$ cat src/rtl/microwave_time_entry_pkg.sv
`default_nettype none
// +----------------------------------------------------------------+
// | microwave_time_entry_pkg: shared state encoding, BCD constants |
// | Rev 1.0                                                        |
// +----------------------------------------------------------------+
package microwave_time_entry_pkg;

  typedef enum logic [2:0] {
    ST_IDLE    = 3'd0,
    ST_ENTRY   = 3'd1,
    ST_LOAD    = 3'd2,
    ST_RUNNING = 3'd3,
    ST_PAUSED  = 3'd4,
    ST_DONE    = 3'd5
  } state_t;

  localparam int unsigned DIGIT_W            = 4;
  localparam logic [3:0]  MAX_DIGIT          = 4'd9;
  localparam logic [3:0]  MAX_SEC_TENS       = 4'd5;
  localparam int          DEFAULT_QUICK_SECS = 30;

  // Packs a seconds count into the MM:SS BCD layout {min_t, min_o, sec_t, sec_o}.
  function automatic logic [15:0] secs_to_bcd(input int secs);
    int m;
    int s;
    m = (secs / 60) % 100;
    s = secs % 60;
    return {4'(m / 10), 4'(m % 10), 4'(s / 10), 4'(s % 10)};
  endfunction

endpackage
`default_nettype wire

$ cat src/rtl/entry_digit_shift.sv
`default_nettype none
// +----------------------------------------------------------------+
// | entry_digit_shift: BCD keypad shift register with digit count  |
// | Rev 1.0                                                        |
// +----------------------------------------------------------------+
module entry_digit_shift
  import microwave_time_entry_pkg::*;
#(
  parameter int NUM_DIGITS = 4,
  parameter int CNT_W      = $clog2(NUM_DIGITS + 1)
) (
  input  logic                          clk_i,
  input  logic                          rst_ni,
  input  logic                          shift_i,
  input  logic [DIGIT_W-1:0]            code_i,
  input  logic                          clr_i,
  input  logic                          preset_i,
  input  logic [NUM_DIGITS*DIGIT_W-1:0] preset_val_i,
  output logic [NUM_DIGITS*DIGIT_W-1:0] digits_o,
  output logic [CNT_W-1:0]              count_o,
  output logic                          all_zero_o,
  output logic                          sec_tens_ok_o
);

  localparam int W = NUM_DIGITS * DIGIT_W;

  logic [W-1:0]     digits_q;
  logic [W-1:0]     digits_d;
  logic [CNT_W-1:0] count_q;
  logic [CNT_W-1:0] count_d;

  // Clear beats preset beats shift; a full register drops its oldest digit.
  always_comb begin
    digits_d = digits_q;
    count_d  = count_q;
    if (clr_i) begin
      digits_d = '0;
      count_d  = '0;
    end else if (preset_i) begin
      digits_d = preset_val_i;
      count_d  = CNT_W'(NUM_DIGITS);
    end else if (shift_i) begin
      digits_d = {digits_q[W-DIGIT_W-1:0], code_i};
      if (count_q != CNT_W'(NUM_DIGITS)) begin
        count_d = count_q + CNT_W'(1);
      end
    end
  end

  always_ff @(posedge clk_i or negedge rst_ni) begin
    if (!rst_ni) begin
      digits_q <= '0;
      count_q  <= '0;
    end else begin
      digits_q <= digits_d;
      count_q  <= count_d;
    end
  end

  assign digits_o      = digits_q;
  assign count_o       = count_q;
  assign all_zero_o    = (digits_q == '0);
  assign sec_tens_ok_o = (digits_q[2*DIGIT_W-1 -: DIGIT_W] <= MAX_SEC_TENS);

endmodule
`default_nettype wire

$ cat src/rtl/microwave_time_entry.sv
`default_nettype none
// +----------------------------------------------------------------+
// | microwave_time_entry: keypad cook-time entry and cook control  |
// | Rev 1.0                                                        |
// +----------------------------------------------------------------+
module microwave_time_entry
  import microwave_time_entry_pkg::*;
#(
  parameter int NUM_DIGITS  = 4,
  parameter int QUICK_SECS  = DEFAULT_QUICK_SECS,
  parameter int DONE_CYCLES = 16
) (
  input  logic       clk,
  input  logic       clear,
  input  logic       key_valid,
  input  logic [3:0] key_code,
  input  logic       start_key,
  input  logic       stop_key,
  input  logic       door_closed,
  input  logic       all_zero,
  output logic       load,
  output logic [3:0] data_min_t,
  output logic [3:0] data_min_o,
  output logic [3:0] data_sec_t,
  output logic [3:0] data_sec_o,
  output logic       count_en,
  output logic       clear_out,
  output logic       done,
  output logic       entry_err,
  output logic [2:0] state_dbg
);

  localparam int                          CNT_W     = $clog2(NUM_DIGITS + 1);
  localparam int                          TMR_W     = $clog2(DONE_CYCLES + 1);
  localparam logic [NUM_DIGITS*DIGIT_W-1:0] QUICK_BCD = secs_to_bcd(QUICK_SECS);

  state_t                        state_q;
  logic                          load_q;
  logic                          run_q;
  logic                          done_q;
  logic                          err_q;
  logic                          clr_out_q;
  logic [TMR_W-1:0]              tmr_q;

  logic [NUM_DIGITS*DIGIT_W-1:0] digits;
  logic [CNT_W-1:0]              digit_cnt;
  logic                          digits_zero;
  logic                          sec_tens_ok;
  logic                          is_digit;
  logic                          entry_ok;
  logic                          shift_en;
  logic                          clr_digits;
  logic                          preset_quick;

  assign is_digit = key_valid && (key_code <= MAX_DIGIT);
  assign entry_ok = door_closed && !digits_zero && sec_tens_ok && (digit_cnt != '0);

  // Digit-register controls follow the same stop > start > key priority as the FSM.
  always_comb begin
    shift_en     = 1'b0;
    clr_digits   = 1'b0;
    preset_quick = 1'b0;
    case (state_q)
      ST_IDLE: begin
        if (!stop_key) begin
          if (start_key) preset_quick = door_closed;
          else           shift_en     = is_digit;
        end
      end
      ST_ENTRY: begin
        if (stop_key)        clr_digits = 1'b1;
        else if (!start_key) shift_en   = is_digit;
      end
      ST_PAUSED: clr_digits = stop_key;
      ST_DONE:   clr_digits = stop_key || (tmr_q == '0);
      default: ;
    endcase
  end

  entry_digit_shift #(
    .NUM_DIGITS (NUM_DIGITS),
    .CNT_W      (CNT_W)
  ) u_digits (
    .clk_i         (clk),
    .rst_ni        (clear),
    .shift_i       (shift_en),
    .code_i        (key_code),
    .clr_i         (clr_digits),
    .preset_i      (preset_quick),
    .preset_val_i  (QUICK_BCD),
    .digits_o      (digits),
    .count_o       (digit_cnt),
    .all_zero_o    (digits_zero),
    .sec_tens_ok_o (sec_tens_ok)
  );

  always_ff @(posedge clk or negedge clear) begin
    if (!clear) begin
      state_q   <= ST_IDLE;
      load_q    <= 1'b0;
      run_q     <= 1'b0;
      done_q    <= 1'b0;
      err_q     <= 1'b0;
      clr_out_q <= 1'b1;
      tmr_q     <= '0;
    end else begin
      load_q    <= 1'b0;
      err_q     <= 1'b0;
      clr_out_q <= 1'b1;
      case (state_q)
        ST_IDLE: begin
          if (!stop_key && start_key) begin
            if (door_closed) begin
              state_q <= ST_LOAD;
              load_q  <= 1'b1;
            end else begin
              err_q <= 1'b1;
            end
          end else if (!stop_key && is_digit) begin
            state_q <= ST_ENTRY;
          end
        end
        ST_ENTRY: begin
          if (stop_key) begin
            state_q <= ST_IDLE;
          end else if (start_key) begin
            if (entry_ok) begin
              state_q <= ST_LOAD;
              load_q  <= 1'b1;
            end else begin
              err_q <= 1'b1;
            end
          end
        end
        ST_LOAD: begin
          state_q <= ST_RUNNING;
          run_q   <= 1'b1;
        end
        ST_RUNNING: begin
          // Door and stop both pause; terminal count is only honoured while running.
          if (stop_key || !door_closed) begin
            state_q <= ST_PAUSED;
            run_q   <= 1'b0;
          end else if (all_zero) begin
            state_q <= ST_DONE;
            run_q   <= 1'b0;
            done_q  <= 1'b1;
            tmr_q   <= TMR_W'(DONE_CYCLES - 1);
          end
        end
        ST_PAUSED: begin
          if (stop_key) begin
            state_q   <= ST_IDLE;
            clr_out_q <= 1'b0;
          end else if (start_key) begin
            if (door_closed) begin
              state_q <= ST_RUNNING;
              run_q   <= 1'b1;
            end else begin
              err_q <= 1'b1;
            end
          end
        end
        ST_DONE: begin
          if (stop_key || (tmr_q == '0)) begin
            state_q <= ST_IDLE;
            done_q  <= 1'b0;
          end else begin
            tmr_q <= tmr_q - TMR_W'(1);
          end
        end
        default: begin
          state_q <= ST_IDLE;
          run_q   <= 1'b0;
          done_q  <= 1'b0;
        end
      endcase
    end
  end

  // Enable drops in the same cycle the door opens or the chain reaches zero.
  assign count_en   = run_q && door_closed && !all_zero;
  assign load       = load_q;
  assign done       = done_q;
  assign entry_err  = err_q;
  assign clear_out  = clr_out_q;
  assign state_dbg  = state_q;
  assign data_sec_o = digits[0*DIGIT_W +: DIGIT_W];
  assign data_sec_t = digits[1*DIGIT_W +: DIGIT_W];
  assign data_min_o = digits[2*DIGIT_W +: DIGIT_W];
  assign data_min_t = digits[3*DIGIT_W +: DIGIT_W];

endmodule
`default_nettype wire
$ cat config.mk
export PLATFORM = sky130hd
export DESIGN_NAME = microwave_time_entry
export DESIGN_NICKNAME = d
export VERILOG_FILES = /design/src/rtl/microwave_time_entry_pkg.sv /design/src/rtl/entry_digit_shift.sv /design/src/rtl/microwave_time_entry.sv
export SDC_FILE = /design/constraint.sdc
export NUM_CORES = 1
export LEC_CHECK = 0
export CAP_MARGIN = 20
export CORE_MARGIN = 2
export CORE_UTILIZATION = 40
export DETAILED_ROUTE_END_ITERATION = 12
export PLACE_DENSITY_LB_ADDON = 0.08
export REMOVE_ABC_BUFFERS = 1
export SLEW_MARGIN = 0
export SYNTH_ARGS = -nofsm -noshare
export SYNTH_HDL_FRONTEND = slang
export SYNTH_HIERARCHICAL = 1
export SYNTH_SLANG_ARGS = --single-unit
$ cat constraint.sdc
create_clock -name clk -period 3.5 [get_ports clk]
set_input_delay 0.7 -clock clk [delete_from_list [all_inputs] [get_ports clk]]
set_output_delay 0.7 -clock clk [all_outputs]
set_load 0.005 [all_outputs]
==> impl_metrics.toml <==
# flow metrics
[status]
outcome = "finished, final reports clean"

[placed_design]
dpl.cell_count = 306
hpwl_mm = 3.02
post-place-ws_ns = 0.723
place.gp.congestion = 0.788

[route]
routed_wirelength_mm = 4.51
drt_iter0_markers = 57
vias = 1607
drc = 0

[synth]
syn_area_um2 = 1960
edf_count = 0
top_area_frac = 0.396
ys_async_sr_fraction = 1.00
yosysUniqueCellTypes = 51
top_cells_by_count = "31 x dfrtp_1, 18 x a211oi_1, 17 x mux2i_1, 16 x nor2b_1, 12 x nor2_1"
ys_cells = 201
most_common_cell = "dfrtp_1"

[clocking]
cts_resized = 0
postCtsHoldBufs = 0
path_clk_slew_ns = 0.06
cts-buffers-inserted = 5
clk_path_buf_depth = 2
root_buffer = "clkbuf_8"

[finish]
nets = 261
areaGrowthSynthToFinish_pct = 26.5
antenna_cells = 0
drive_gt1_frac = 0.0729

[sta]
finalMaxSlewViolations = 0
fin_skew_ns = 0.00261
min_period_ns = 2.75
relSlewSlack = 0.604

[power_and_ir_drop]
ir_worst_vdd_mv = 0.259
p_leak_nw = 1.01

[floorplanning]
fp.dieW_um = 74.0
fp.dieH_um = 74.0
row_count = 25

[setup_path]
worstSetupPathType = "primary input to primary output"
max_stage_delay_ns = 0.65
crit_required_ns = 2.80

[worst_hold_path]
worst_hold_path_type = "flip-flop to flip-flop"
[flip-flops by register name, indices dropped and copies added (netlist names)]
name	cells
clear_out	1
done	1
entry_err	1
load	1
run_q	1
state_dbg	3
tmr_q	5
u_digits/count_o	3
u_digits/digits_o	16
[through the flow]
step | hold WS, ns | cell area (um^2) | total power, mW | util
finish | 0.496 | 2480 | 1.78 | 0.525
detailed placement | 0.495 | 2390 | 1.51 | 0.506
global placement | 0.493 | 2390 | 1.50 | 0.506
global route | 0.524 | 2480 | 1.94 | 0.525
floorplan | 0.404 | 1920 | 1.13 | -
CTS | 0.502 | 2480 | 1.81 | 0.525
[layout by cell type, fill, tap and decap left out, drive strengths merged, types with 2 or more instances in the layout]
cell type,netlist,layout
and4,2,2
mux2i,17,17
inv,9,9
buf,9,5
nand3b,2,2
a211oi,18,18
nor4,6,6
o21ai,6,6
ha,4,4
nand2b,4,4
nand2,9,9
o22ai,2,2
nor3,6,6
clkdlybuf4s50,0,34
nor3b,4,4
a21oi,6,6
nand3,4,4
nor2,12,12
clkbuf,6,8
conb,2,16
xor2,2,2
dfrtp,31,31
a21boi,2,2
mux2,4,4
nor2b,16,16
[layout make-up]
class | count | area [um^2]
Sequential cell | 32 | 802
Clock buffer | 8 | 90.1
Timing Repair Buffer | 39 | 378
Multi-Input combinational cell | 159 | 1090
Tap cell | 67 | 83.8
Fill cell | 440 | 2240
Inverter | 9 | 33.8
[worst max-delay path: cells and delay by family]
| kind | cells | cell delay, ns |
|---|---|---|
| buffers and inverters | 2 | 1.15 |
| AND/OR/NAND/NOR | 2 | 0.21 |
[final timing paths]
kind	startpoint	to	slack, ns	depth (start not counted)
worst max-delay path	door_closed	count_en	0.75	4
worst min-delay path	tmr_q[0]	tmr_q[0]	0.50	1
worst max register to register	state_dbg[0]	state_dbg[2]	1.38	5
worst min register to register	tmr_q[0]	tmr_q[0]	0.50	1
max in group asynchronous	clear	clear_out	2.34	2
min in group asynchronous	clear	tmr_q[3]	0.82	2
[cell families after synthesis]
kind of cell,Yosys count,share of synthesized area
AND-OR/OR-AND,44,0.162
XOR/XNOR,2,0.00894
adder cells (fa/ha/maj),4,0.0255
buffers and inverters,24,0.0625
flip-flops,32,0.409
multiplexers,21,0.110
other,2,0.00383
AND/OR/NAND/NOR,72,0.218
[report_power, final]
group / total, mW / switching (mW) / leakage (nW) / internal [mW]
clock network: 0.290 / 0.130 / 0.0455 / 0.160
logic: 0.760 / 0.322 / 0.549 / 0.438
registers: 0.730 / 0.216 / 0.412 / 0.514
total: 1.78 / 0.667 / 1.01 / 1.11
[metal layers]
| layer | track usage | up-vias | part of all wire |
|---|---|---|---|
| li1 | - | 797 | - |
| met1 | 0.255 | 773 | 0.48 |
| met2 | 0.301 | 31 | 0.47 |
| met3 | 0.0407 | 6 | 0.035 |
| met4 | 0.0667 | 0 | 0.015 |
| met5 | 0 | - | 0 |
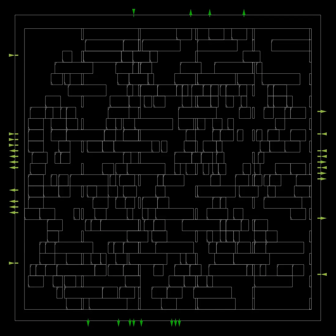
**Above:** cell outlines without signal wires.
Seq/total area: 0.323
Flops: 32
Filler cells: 440
Core Area: 4720 um^2

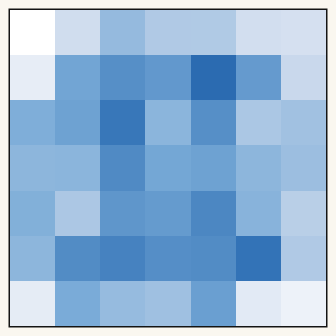
**Above:** cell area per tile.
The die is cut into 7 by 7 equal tiles; white is low, dark blue is high, 0 to 100% covered.
nearly empty tiles = 2.0%
fullest tile = 76%
emptiest ninth of the die = north-west

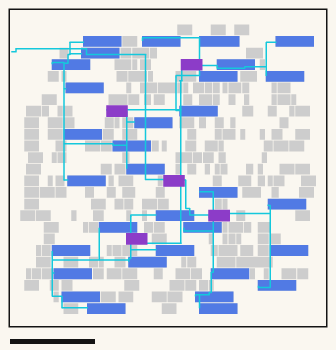
**Above:** routed clock nets over the placement.
The bar under the picture is 20 um long.
clock wires -> cyan  # length 450 um
cells driving clock nets -> purple  # count 5
flip-flops -> blue  # count 32
flops lie = widely spread
routed clock nets = 6

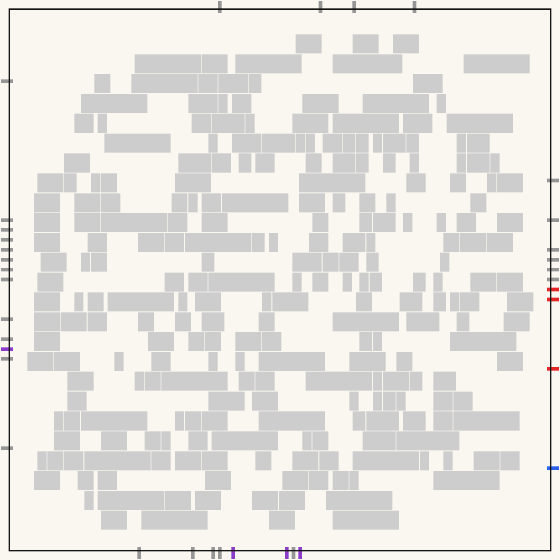
**Above:** pin map.
Pins as bars across the die edge, other pins in gray.
`data_min_t` -> purple  # pins 4, direction output, edge 3 south, 1 west
`clear` -> blue  # pins 1, direction input, edge east
`state_dbg` -> red  # pins 3, direction output, edge east
all pins by edge = 13 west, 10 east, 8 south, 4 north

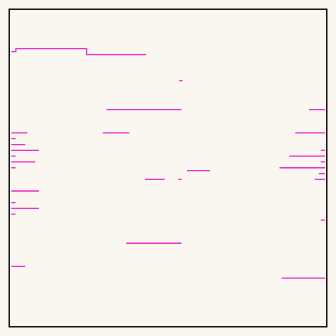
**Above:** metal 3.
main direction = horizontal
share of all routed wire = 3.5%
longest straight run = 17.2 um

Power and IR drop assume default switching activity.
